$ cat config.mk
export PLATFORM = sky130hd
export DESIGN_NAME = chan_sync_sink_flat
export DESIGN_NICKNAME = d
export VERILOG_FILES = /design/src/rtl/chan_sync_sink_pkg.sv /design/src/rtl/chan_sync_sink_if.sv /design/src/rtl/chan_sync_sink_sync_ff.sv /design/src/rtl/chan_sync_sink.sv /design/src/flat_wrapper.sv
export SDC_FILE = /design/constraint.sdc
export NUM_CORES = 1
export LEC_CHECK = 0
export CAP_MARGIN = 20
export CORE_ASPECT_RATIO = 0.75
export CORE_UTILIZATION = 45
export DETAILED_ROUTE_END_ITERATION = 8
export GPL_ROUTABILITY_DRIVEN = 0
export PLACE_DENSITY = 0.76
export SLEW_MARGIN = 20
export SYNTH_ARGS = -nofsm -noshare
export SYNTH_HDL_FRONTEND = slang
export SYNTH_SLANG_ARGS = --single-unit
$ cat constraint.sdc
create_clock -name clk -period 2.04 [get_ports clk]
set_input_delay 0.408 -clock clk [delete_from_list [all_inputs] [get_ports clk]]
set_output_delay 0.408 -clock clk [all_outputs]
set_load 0.005 [all_outputs]
$ cat src/rtl/chan_sync_sink_pkg.sv
// Shared types and helpers for the bundled-data channel sink.
package chan_pkg;

  localparam int CHAN_SYNC_DEFAULT = 2;

  typedef enum logic [1:0] {
    IDLE,
    ACK,
    RTZ
  } state_t;

  // Width of the token counter; never narrower than one bit.
  function automatic int cnt_width(input int w);
    return (w > 1) ? $clog2(w) : 1;
  endfunction

endpackage

$ cat src/rtl/chan_sync_sink_if.sv
// Bundled-data input channel plus valid/ready word output of chan_sync_sink.
interface chan_sync_sink_if #(
  parameter int W = 8
);

  logic         req_i;
  logic         ack_o;
  logic         dat_i;
  logic [W-1:0] out_data;
  logic         out_valid;
  logic         out_ready;

  modport master (
    output req_i, dat_i, out_ready,
    input  ack_o, out_data, out_valid
  );

  modport slave (
    input  req_i, dat_i, out_ready,
    output ack_o, out_data, out_valid
  );

endinterface

$ cat src/rtl/chan_sync_sink_sync_ff.sv
// N-stage single-bit synchroniser with asynchronous active-high reset.
module sync_ff
  import chan_pkg::*;
#(
  parameter int N = CHAN_SYNC_DEFAULT
) (
  input  logic clk,
  input  logic rst,
  input  logic d,
  output logic q
);

  logic [N-1:0] chain;

  // NOTE: sequential state is always written with <= so every flop samples
  // the pre-edge value of its neighbour; blocking = would collapse the chain.
  always_ff @(posedge clk or posedge rst) begin
    if (rst) chain <= '0;
    else     chain <= {chain[N-2:0], d};
  end

  assign q = chain[N-1];

endmodule

$ cat src/rtl/chan_sync_sink.sv
// Clocked sink for a 4-phase bundled-data channel: acks 1-bit tokens and packs them LSB-first into W-bit words.
// Optional handshake timeout (sticky err_o) is built only when CHAN_SYNC_SINK_TIMEOUT_EN is defined.
module chan_sync_sink
  import chan_pkg::*;
#(
  parameter int W           = 8,
  parameter int SYNC_STAGES = CHAN_SYNC_DEFAULT,
  parameter int TIMEOUT     = 255
) (
  input  logic                    clk,
  input  logic                    rst,
  chan_sync_sink_if.slave         ch,
  output logic [cnt_width(W)-1:0] bit_cnt,
  output logic                    err_o
);

  localparam int             CW   = cnt_width(W);
  localparam logic [CW-1:0]  LAST = CW'(W - 1);

  if (W < 2 || SYNC_STAGES < 2 || TIMEOUT < 1) begin : g_bad_param
    $error("chan_sync_sink: W and SYNC_STAGES must be >= 2, TIMEOUT >= 1");
  end

  logic req_s;
  logic dat_s;

  sync_ff #(.N(SYNC_STAGES)) u_req_sync (.clk(clk), .rst(rst), .d(ch.req_i), .q(req_s));
  sync_ff #(.N(SYNC_STAGES)) u_dat_sync (.clk(clk), .rst(rst), .d(ch.dat_i), .q(dat_s));

  state_t       state, state_next;
  logic         ack_q, ack_d;
  logic         capture;
  logic         stall;
  logic [W-1:0] shift;
  logic [W-1:0] data_q;
  logic         valid_q;

  // The last token of a word waits while the previous word is still unread.
  assign stall = (bit_cnt == LAST) && valid_q && !ch.out_ready;

  // NOTE: every signal driven here gets a default first so no path leaves it
  // unassigned, which would otherwise infer a latch.
  always_comb begin
    state_next = state;
    capture    = 1'b0;
    case (state)
      IDLE: if (req_s && !stall) begin
        capture    = 1'b1;
        state_next = ACK;
      end
      ACK:     state_next = RTZ;
      RTZ:     if (!req_s) state_next = IDLE;
      default: state_next = IDLE;
    endcase
    ack_d = (state_next == RTZ);
  end

  always_ff @(posedge clk or posedge rst) begin
    if (rst) begin
      state <= IDLE;
      ack_q <= 1'b0;
    end else begin
      state <= state_next;
      ack_q <= ack_d;
    end
  end

  // A completing word overrides the consume-clear, so a word accepted in the
  // same cycle is replaced rather than dropped.
  always_ff @(posedge clk or posedge rst) begin
    if (rst) begin
      shift   <= '0;
      data_q  <= '0;
      valid_q <= 1'b0;
      bit_cnt <= '0;
    end else begin
      if (valid_q && ch.out_ready) valid_q <= 1'b0;
      if (capture) begin
        if (bit_cnt == LAST) begin
          data_q  <= {dat_s, shift[W-2:0]};
          valid_q <= 1'b1;
          bit_cnt <= '0;
        end else begin
          shift[bit_cnt] <= dat_s;
          bit_cnt        <= bit_cnt + 1'b1;
        end
      end
    end
  end

  assign ch.ack_o     = ack_q;
  assign ch.out_data  = data_q;
  assign ch.out_valid = valid_q;

`ifdef CHAN_SYNC_SINK_TIMEOUT_EN
  localparam int TW = $clog2(TIMEOUT + 1);

  logic [TW-1:0] to_cnt;
  logic [TW-1:0] to_next;
  logic          err_q;

  assign to_next = (to_cnt == TW'(TIMEOUT)) ? to_cnt : to_cnt + 1'b1;

  // Counter restarts on every RTZ entry and saturates at TIMEOUT.
  always_ff @(posedge clk or posedge rst) begin
    if (rst) begin
      to_cnt <= '0;
      err_q  <= 1'b0;
    end else if (state == ACK) begin
      to_cnt <= '0;
    end else if (state == RTZ) begin
      to_cnt <= to_next;
      if (to_next == TW'(TIMEOUT) && req_s) err_q <= 1'b1;
    end
  end

  assign err_o = err_q;
`else
  assign err_o = 1'b0;
`endif

endmodule

$ cat src/flat_wrapper.sv
// flat-port wrapper written by rule: the top's interface ports become plain ports
module chan_sync_sink_flat import chan_pkg::*;
#(
  parameter int W           = 8,
  parameter int SYNC_STAGES = CHAN_SYNC_DEFAULT,
  parameter int TIMEOUT     = 255
)
  (clk, rst, bit_cnt, err_o, ch_req_i, ch_dat_i, ch_out_ready, ch_ack_o, ch_out_data, ch_out_valid);
  chan_sync_sink_if #(.W(W)) ch_i ();
  input  logic clk;
  input  logic rst;
  output logic [cnt_width(W)-1:0] bit_cnt;
  output logic err_o;
  input wire logic [$bits(ch_i.req_i)-1:0] ch_req_i;
  input wire logic [$bits(ch_i.dat_i)-1:0] ch_dat_i;
  input wire logic [$bits(ch_i.out_ready)-1:0] ch_out_ready;
  output wire logic [$bits(ch_i.ack_o)-1:0] ch_ack_o;
  output wire logic [$bits(ch_i.out_data)-1:0] ch_out_data;
  output wire logic [$bits(ch_i.out_valid)-1:0] ch_out_valid;
  assign ch_i.req_i = ch_req_i;
  assign ch_i.dat_i = ch_dat_i;
  assign ch_i.out_ready = ch_out_ready;
  assign ch_ack_o = ch_i.ack_o;
  assign ch_out_data = ch_i.out_data;
  assign ch_out_valid = ch_i.out_valid;
  chan_sync_sink #(.W(W), .SYNC_STAGES(SYNC_STAGES), .TIMEOUT(TIMEOUT)) u_core (.clk(clk), .rst(rst), .ch(ch_i), .bit_cnt(bit_cnt), .err_o(err_o));
endmodule
==> run_1/placement_by_type.png <==
Drawn at 6 px/µm. Fill, decap, tap and diode cells in grey.
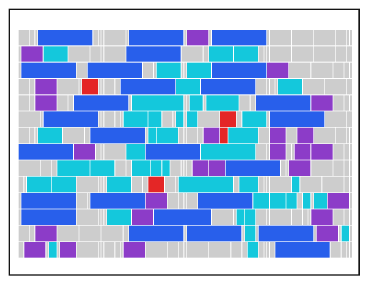
sequential cells -> blue  # cells 26, share of their area 49%
remaining buffers and delay cells -> purple  # cells 25, share of their area 17%
combinational and other logic -> cyan  # cells 44, share of their area 31%
clock drivers and dummy loads -> red  # cells 4, share of their area 2.0%
Rows: 14
final instance area: 0.00137 mm²

==> run_1/congestion.png <==
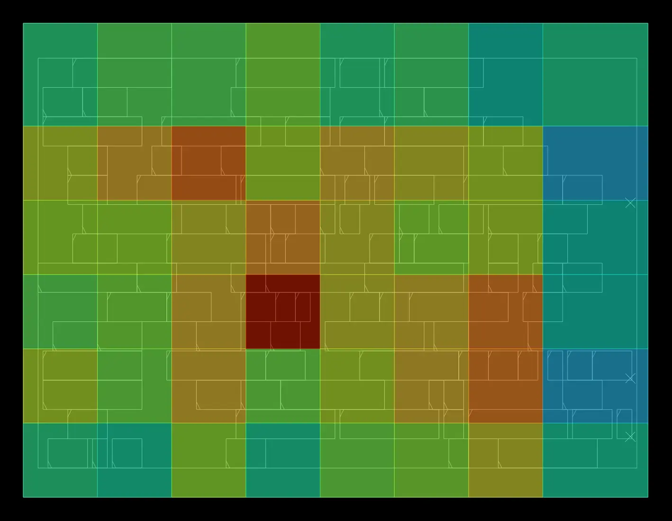
gr usage total: 17.7%
final core utilization: 64.4%
busiest grt layer: met2
routing usage on met3: 7.02%

==> changes_impl.md, run 1 <==
## Implementation

* Die Area at 0.00256 mm²
* Final Hold Viols at 0
* Global-route wire length before repair at 3.24 mm
* Sequential Area at between 600 and 700 µm²
* Area of placed instances at 0.00134 mm²
* Top Consumer: sequential cells
* Post-route setup slack at roughly 0.013 ns
* Clock sinks at 26
* Hold crit path type: flip-flop to flip-flop
* Routed wire per std cell at between 10 and 15 µm
* Flops after synth at 26
* EDFF count, synth at 0
* Vias at 654
* Top Metal Used: met4
* Yosys stat area at 0.00106 mm²
* Mapped Cells at 73
* Reg2reg path depth at 5
* Synth warnings at 0
* CP arrival at 2.24 ns
* Die width at 58.1 µm
* DRC errors left at 3
* Gr ovfl total at 0
* Area leader, netlist: dfrtp_1
* Largest register FFs at 8
* Number of global-route vias before repair at 678
* Core utilization before placement at about 50%
* Antenna violations before repair at 0
* Clk ins delay skew pair at 0.33 ns
* Pint at 0.00128 W
* Tool warnings at 28
* Fillers at 177
* Finish-stage setup viols at 0
* TritonCTS clock tree: yes
* M1 WL at 864 µm
* Logic share of the area at 29.4%
* Worst-case hold path end point: u_core.u_req_sync.chain[1]
* P_clk at 0.000224 W
* Setup TNS at 0 ns
* Cells on Worst Hold Path at 0
* WP depth at 5
* Max stage delay cell, worst path: or4b_4
* Cell area after synthesis at 0.00106 mm²
* Min-delay src: u_core.u_req_sync.chain[0]
* Unrepaired setup endpoints after global routing: yes
* Final Cycle Share at about 99%
* Comb pwr share at 42.3%
* Non-clk bufs at 25
* LEAKAGE at 0.598 nW
* Pwr Density at 1350 mW/mm²
* Top delay family on crit path: simple AND/OR/NAND/NOR gates
* Area Growth Syn to Fin at 28.7%
* Multi-input gate count at 40
* # Taps at 32
* Combinational power at 0.000778 W
* Global routing usage on met2 at 26.0%
* Non-clk buf share at approximately 17%
* Num CTS Buffers at 3
* DR pass1 iterations at 6
* Kind of end point of the critical path: flip-flop
* Number of max-cap violations at 0
* Synth top cell by count: dfrtp_1
* Yosys cell types at 23
* MI comb area at 402 µm²
* R2R Setup Slk at 0.01 ns
* CLK BUF at 4
* Vert. Die Dim at 44.1 µm
* Pre-CTS setup slack at 0.0229 ns
* Tot Pwr at 0.00184 W
* Seq pwr share at 45.5%
* Switching Fraction at 30.5%
* Initial DRC count at 15
* Grt met1 use at 24.6%
* Seq cells at 26
* Largest class: flip-flops and latches
* Critical path origin: u_core.bit_cnt[1]
* Reg-to-Reg End: u_core.shift[1]
* Crit path capture: u_core.shift[1]
* Clock Skews at 0.0155 ns
* Status: complete, but fails checks
* ClkCell Share at 1.92%
* Vias per cell at between 4 and 5
* Req. time, crit path at 2.25 ns
* Worst path max stage delay at 0.54 ns
* Yosys cell count at 73
* Final #Nets at 107
* Failing checks: design-rule violations
* Number of port buffers at 17
* Antenna fix cells at 0
* Tmin final at 2.03 ns
* Placed cells at 127
* Post-synth ARST share at 100%
* Largest net degree at the start of global routing at 27
* Syn Area/Cell at 14.5 µm²
* H-tree levels at 1
* Cts hold-fix bufs at 0
* Startpoint types: flip-flop
* Critical path class: flip-flop to flip-flop
* Max IR drop VDD at 709 µV
* Fmax at 0.493 GHz
* CTS max path bufs at 2
* CP most frequent cell: ha_4
* Post-CTS Resized at 0
* Critical path, cell by cell: ha_4 -> ha_4 -> or4b_4 -> nor4b_4 -> mux2_4
* Routed wire length at 1.79 mm
* Final HPWL DP at 1.26 mm
* Clock power share at 12.2%
* Post-route ant nets at 0
* Seq/total area at 47.8%
* Hold slack at between 0.3 and 0.4 ns
* Routed met2 length at a little under 800 µm
* Max-slew violations at 0
* Dominant flop cell: dfrtp_1
* Clk root buf: clkbuf_4
* WL met3 at about 100 µm
* Seq power at 0.000837 W
* CTS clk-pin slew, worst paths at 0.14 ns
* Final Non-Filler Cells at 131
* Area share, top type at 61.3%
* Top cells by count: 26 x dfrtp_1, 15 x mux2_2, 4 x inv_1
* Setup bufs post-CTS at 0
* Synth Seq Share at 61.3%
* Layout cells sized above 1 at 33.3%
* Signal inverters at 4
* Core box area at between 0.002 and 0.0025 mm²
* CP max FO at 6
* Net Switching at ~0.00056 W
* Top Ports at 19
* Synth top area cells: dfrtp_1 61%, mux2_2 16%, ha_1 2.4%
* WP buf/inv at 0
* Worst r2r src: u_core.bit_cnt[1]
* Syn Nets at 80
==> run_1/logic_types.png <==
Drawn at 6 px/µm.
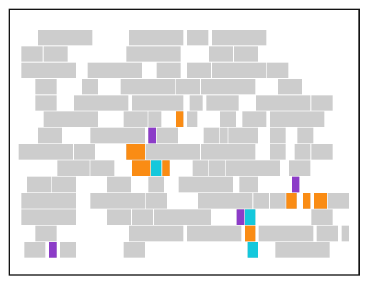
aoi and oai cells -> cyan  # cells 3, most used o21ai_0
inv cells -> purple  # cells 4, most used inv_1
nand cells -> orange  # cells 8, most used nand2_1

==> run_1/layer_met3.png <==
Drawn at 8 px/µm.
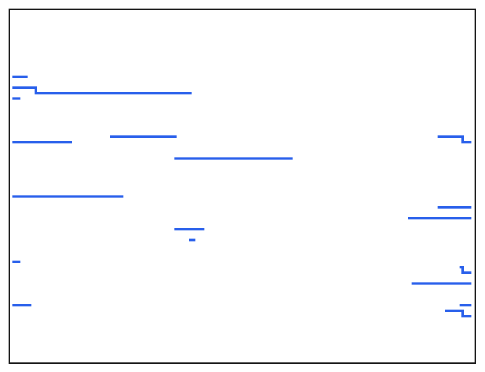
share of all routed wire = 5.8%
longest straight run = 19.3 µm
nets with wire on the layer = 15
wire length on this layer = 105 µm

## run 1: layout by cell type (no fill, tap or decap), types with 2 or more instances in the layout
| cell | n |
|---|---|
| clkdlybuf4s50_1 | 17 |
| o21ai_0 | 3 |
| nand3_1 | 2 |
| mux2_2 | 15 |
| clkbuf_4 | 3 |
| ha_4 | 2 |
| nand4b_1 | 2 |
| buf_4 | 8 |
| nor4_1 | 2 |
| dfrtp_1 | 25 |
| inv_1 | 4 |
| nand2_1 | 3 |
## run 1: kinds of logic (layout without fill, tap and decap cells)
family / count (synthesis) / in the layout / synth area share, %
compound gates: 4 / 4 / 2.12
fa+ha+maj: 2 / 2 / 2.36
buf+inv: 7 / 33 / 3.54
flops: 26 / 26 / 61.3
mux: 17 / 17 / 17.9
other cells: 1 / 1 / 0.353
simple gates: 16 / 16 / 12.4
==> run 2: changes to the inputs <==
- ABC_AREA: default -> 1
- GPL_ROUTABILITY_DRIVEN: 0 -> default
- PLACE_DENSITY: 0.76 -> 0.75
==> run 2 against run 1 <==
The flow now finishes without violations. Final cell count rose by 40%. Die size rose by 9.7%. Sequential share of layout area fell by 1.2 points. Sequential power fell by 0.7%. Combinational power fell by 16%. Largest cell class unchanged.
==> changes_impl.md, run 2 <==
## Implementation

* Global routing usage on met2 at 27.3% (+1.3 points)
* Tmin final at 1.77 ns (-0.252 ns)
* Seq/total area at 46.6% (-1.2 points)
* M1 WL at 1.03 mm (+19%)
* Reg2reg path depth at 6 (+1)
* Reg-to-Reg End: u_core.shift[1]
* DRC errors left at 0 (-3)
* Synth warnings at 0 (unchanged)
* Clock Skews at 0.00828 ns (-0.00724 ns)
* Fmax at 0.564 GHz (+14%)
* Min-delay src: u_core.u_dat_sync.chain[0]
* Clk ins delay skew pair at 0.32 ns (about the same)
* Syn Area/Cell at 8.85 µm² (-39%)
* Core utilization before placement at 49.0% (-1.0 points)
* Vias per cell at 4.72 (-5.5%)
* Setup bufs post-CTS at 0 (unchanged)
* Kind of end point of the critical path: output pin
* Req. time, crit path at 1.63 ns (-0.62 ns)
* Final Cycle Share at 87.0% (-12 points)
* Synth top area cells: dfrtp_1 56%, nand2_1 15%, nand3_1 6.0%
* Routed met2 length at 985 µm (+24%)
* CP arrival at 1.37 ns (-0.87 ns)
* # Taps at 34 (+6.3%)
* Vert. Die Dim at 46.1 µm (+4.7%)
* Cell area after synthesis at 0.00117 mm² (+10%)
* Routed wire per std cell at 11.4 µm (-17%)
* TritonCTS clock tree: yes
* Synth top cell by count: nand2_1
* Placed cells at 180 (+42%)
* Signal inverters at 18 (+14)
* H-tree levels at 1 (unchanged)
* Max IR drop VDD at 776 µV (+9.5%)
* Max-slew violations at 0 (unchanged)
* Hold crit path type: flip-flop to flip-flop
* Initial DRC count at 30 (+15)
* Status: finished, final reports clean
* Mapped Cells at 132 (+81%)
* CTS max path bufs at 2 (unchanged)
* Final core utilization at 58.6% (-5.8 points)
* Worst r2r src: u_core.bit_cnt[0]
* Tot Pwr at 0.00174 W (-5.3%)
* Top Metal Used: met4
* Critical path origin: u_core.bit_cnt[1]
* Non-clk bufs at 18 (-28%)
* Critical path, cell by cell: clkdlybuf4s50_1
* Number of port buffers at 17 (unchanged)
* Routed wire length at 2.09 mm (+17%)
* Syn Nets at 139 (+74%)
* WL met3 at 59 µm (-43%)
* CLK BUF at 4 (unchanged)
* Routing usage on met3 at 5.90% (-1.1 points)
* Number of max-cap violations at 0 (unchanged)
* Antenna violations before repair at 0 (unchanged)
* Largest net degree at the start of global routing at 27 (unchanged)
* DR pass1 iterations at 4 (-2)
* Post-route ant nets at 0 (unchanged)
* Die Area at 0.00281 mm² (+9.7%)
* Top delay family on crit path: buffers and inverters
* WP buf/inv at 1 (+1)
* Synth Seq Share at 55.7% (-5.6 points)
* Final #Nets at 158 (+48%)
* Post-synth ARST share at 100% (unchanged)
* ClkCell Share at 2.60% (+0.67 points)
* Layout cells sized above 1 at 7.33% (-26 points)
* EDFF count, synth at 0 (unchanged)
* MI comb area at 422 µm² (+5.0%)
* Post-route setup slack at 0.266 ns (+0.252 ns)
* Fillers at 222 (+25%)
* Yosys stat area at 0.00117 mm² (+10%)
* Area leader, netlist: dfrtp_1
* CP max FO at 8 (+2)
* WP depth at 1 (-4)
* Cts hold-fix bufs at 0 (unchanged)
* Pre-CTS setup slack at 0.310 ns (+0.287 ns)
* Gr usage total at 17.2% (-0.51 points)
* Area of placed instances at 0.00136 mm² (+1.9%)
* Multi-input gate count at 84 (+110%)
* Non-clk buf share at 12.7% (-4.1 points)
* Max stage delay cell, worst path: clkdlybuf4s50_1
* Worst-case hold path end point: u_core.u_dat_sync.chain[1]
* Global-route wire length before repair at 3.38 mm (+4.3%)
* Pwr Density at 1250 mW/mm² (-7.4%)
* CTS clk-pin slew, worst paths at 0.13 ns (about the same)
* Post-CTS Resized at 0 (unchanged)
* Clock sinks at 26 (unchanged)
* Unrepaired setup endpoints after global routing: no
* Final Hold Viols at 0 (unchanged)
* Sequential Area at 651 µm² (-0.19%)
* Top Ports at 19 (unchanged)
* Final instance area at 0.00140 mm² (+2.3%)
* Die width at 60.8 µm (+4.8%)
* Antenna fix cells at 0 (unchanged)
* Tool warnings at 26 (-7.1%)
* Clk root buf: clkbuf_4
* Top cells by count: 46 x nand2_1, 26 x dfrtp_1, 18 x inv_1
* Top Layout Cells: 46 x nand2_1, 26 x dfrtp_1, 18 x inv_1
* Vias at 868 (+33%)
* Busiest grt layer: met2
[run 2: netlist changes by cell type after synthesis, moves of 3 or more]
cell,previous run,this run
nor2_1,0,6
inv_1,4,18
nand3_1,2,14
o21bai_1,0,7
o21ai_0,3,0
nand2_1,3,46
mux2_2,15,0
[run 2: report_power, final]
group / switching (W) / internal (W) / total [W]
sequential: 0.000146 / 0.000685 / 0.000831
clock: 0.000148 / 0.000109 / 0.000258
combinational: 0.000334 / 0.000320 / 0.000654
[run 2: kinds of logic (layout without fill, tap and decap cells)]
logic type	Yosys count	after routing	share of synthesized area, %
flops	26	26	55.7
fa+ha+maj	2	2	2.14
compound gates	9	9	5.35
simple gates	72	72	28.3
other cells	1	1	0.321
buf+inv	22	40	8.24
==> run_2/placement_by_type.png <==
Drawn at 6 px/µm. Fill, decap, tap and diode cells in grey.
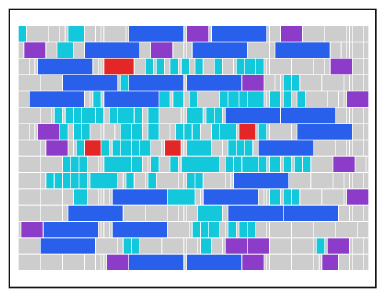
remaining buffers and delay cells -> purple  # cells 18, share of their area 13%
clock drivers and dummy loads -> red  # cells 4, share of their area 2.7%
combinational and other logic -> cyan  # cells 102, share of their area 36%
sequential cells -> blue  # cells 26, share of their area 48%

==> run_2/logic_types.png <==
Drawn at 6 px/µm.
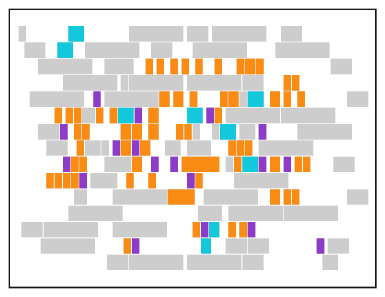
aoi and oai cells -> cyan  # cells 9, most used o21bai_1
inv cells -> purple  # cells 18, most used inv_1
nand cells -> orange  # cells 62, most used nand2_1
Final Non-Filler Cells: 184
Commonest Layout Cell: nand2_1
logic share of the area: 30.2%

==> run_2/layer_met3.png <==
Drawn at 8 px/µm.
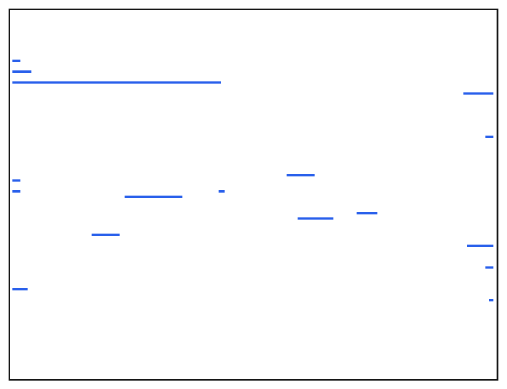
share of all routed wire = 2.9%
main direction = horizontal
longest straight run = 25.8 µm
wire length on this layer = 59.6 µm

Power is estimated from default activity; no workload was simulated.
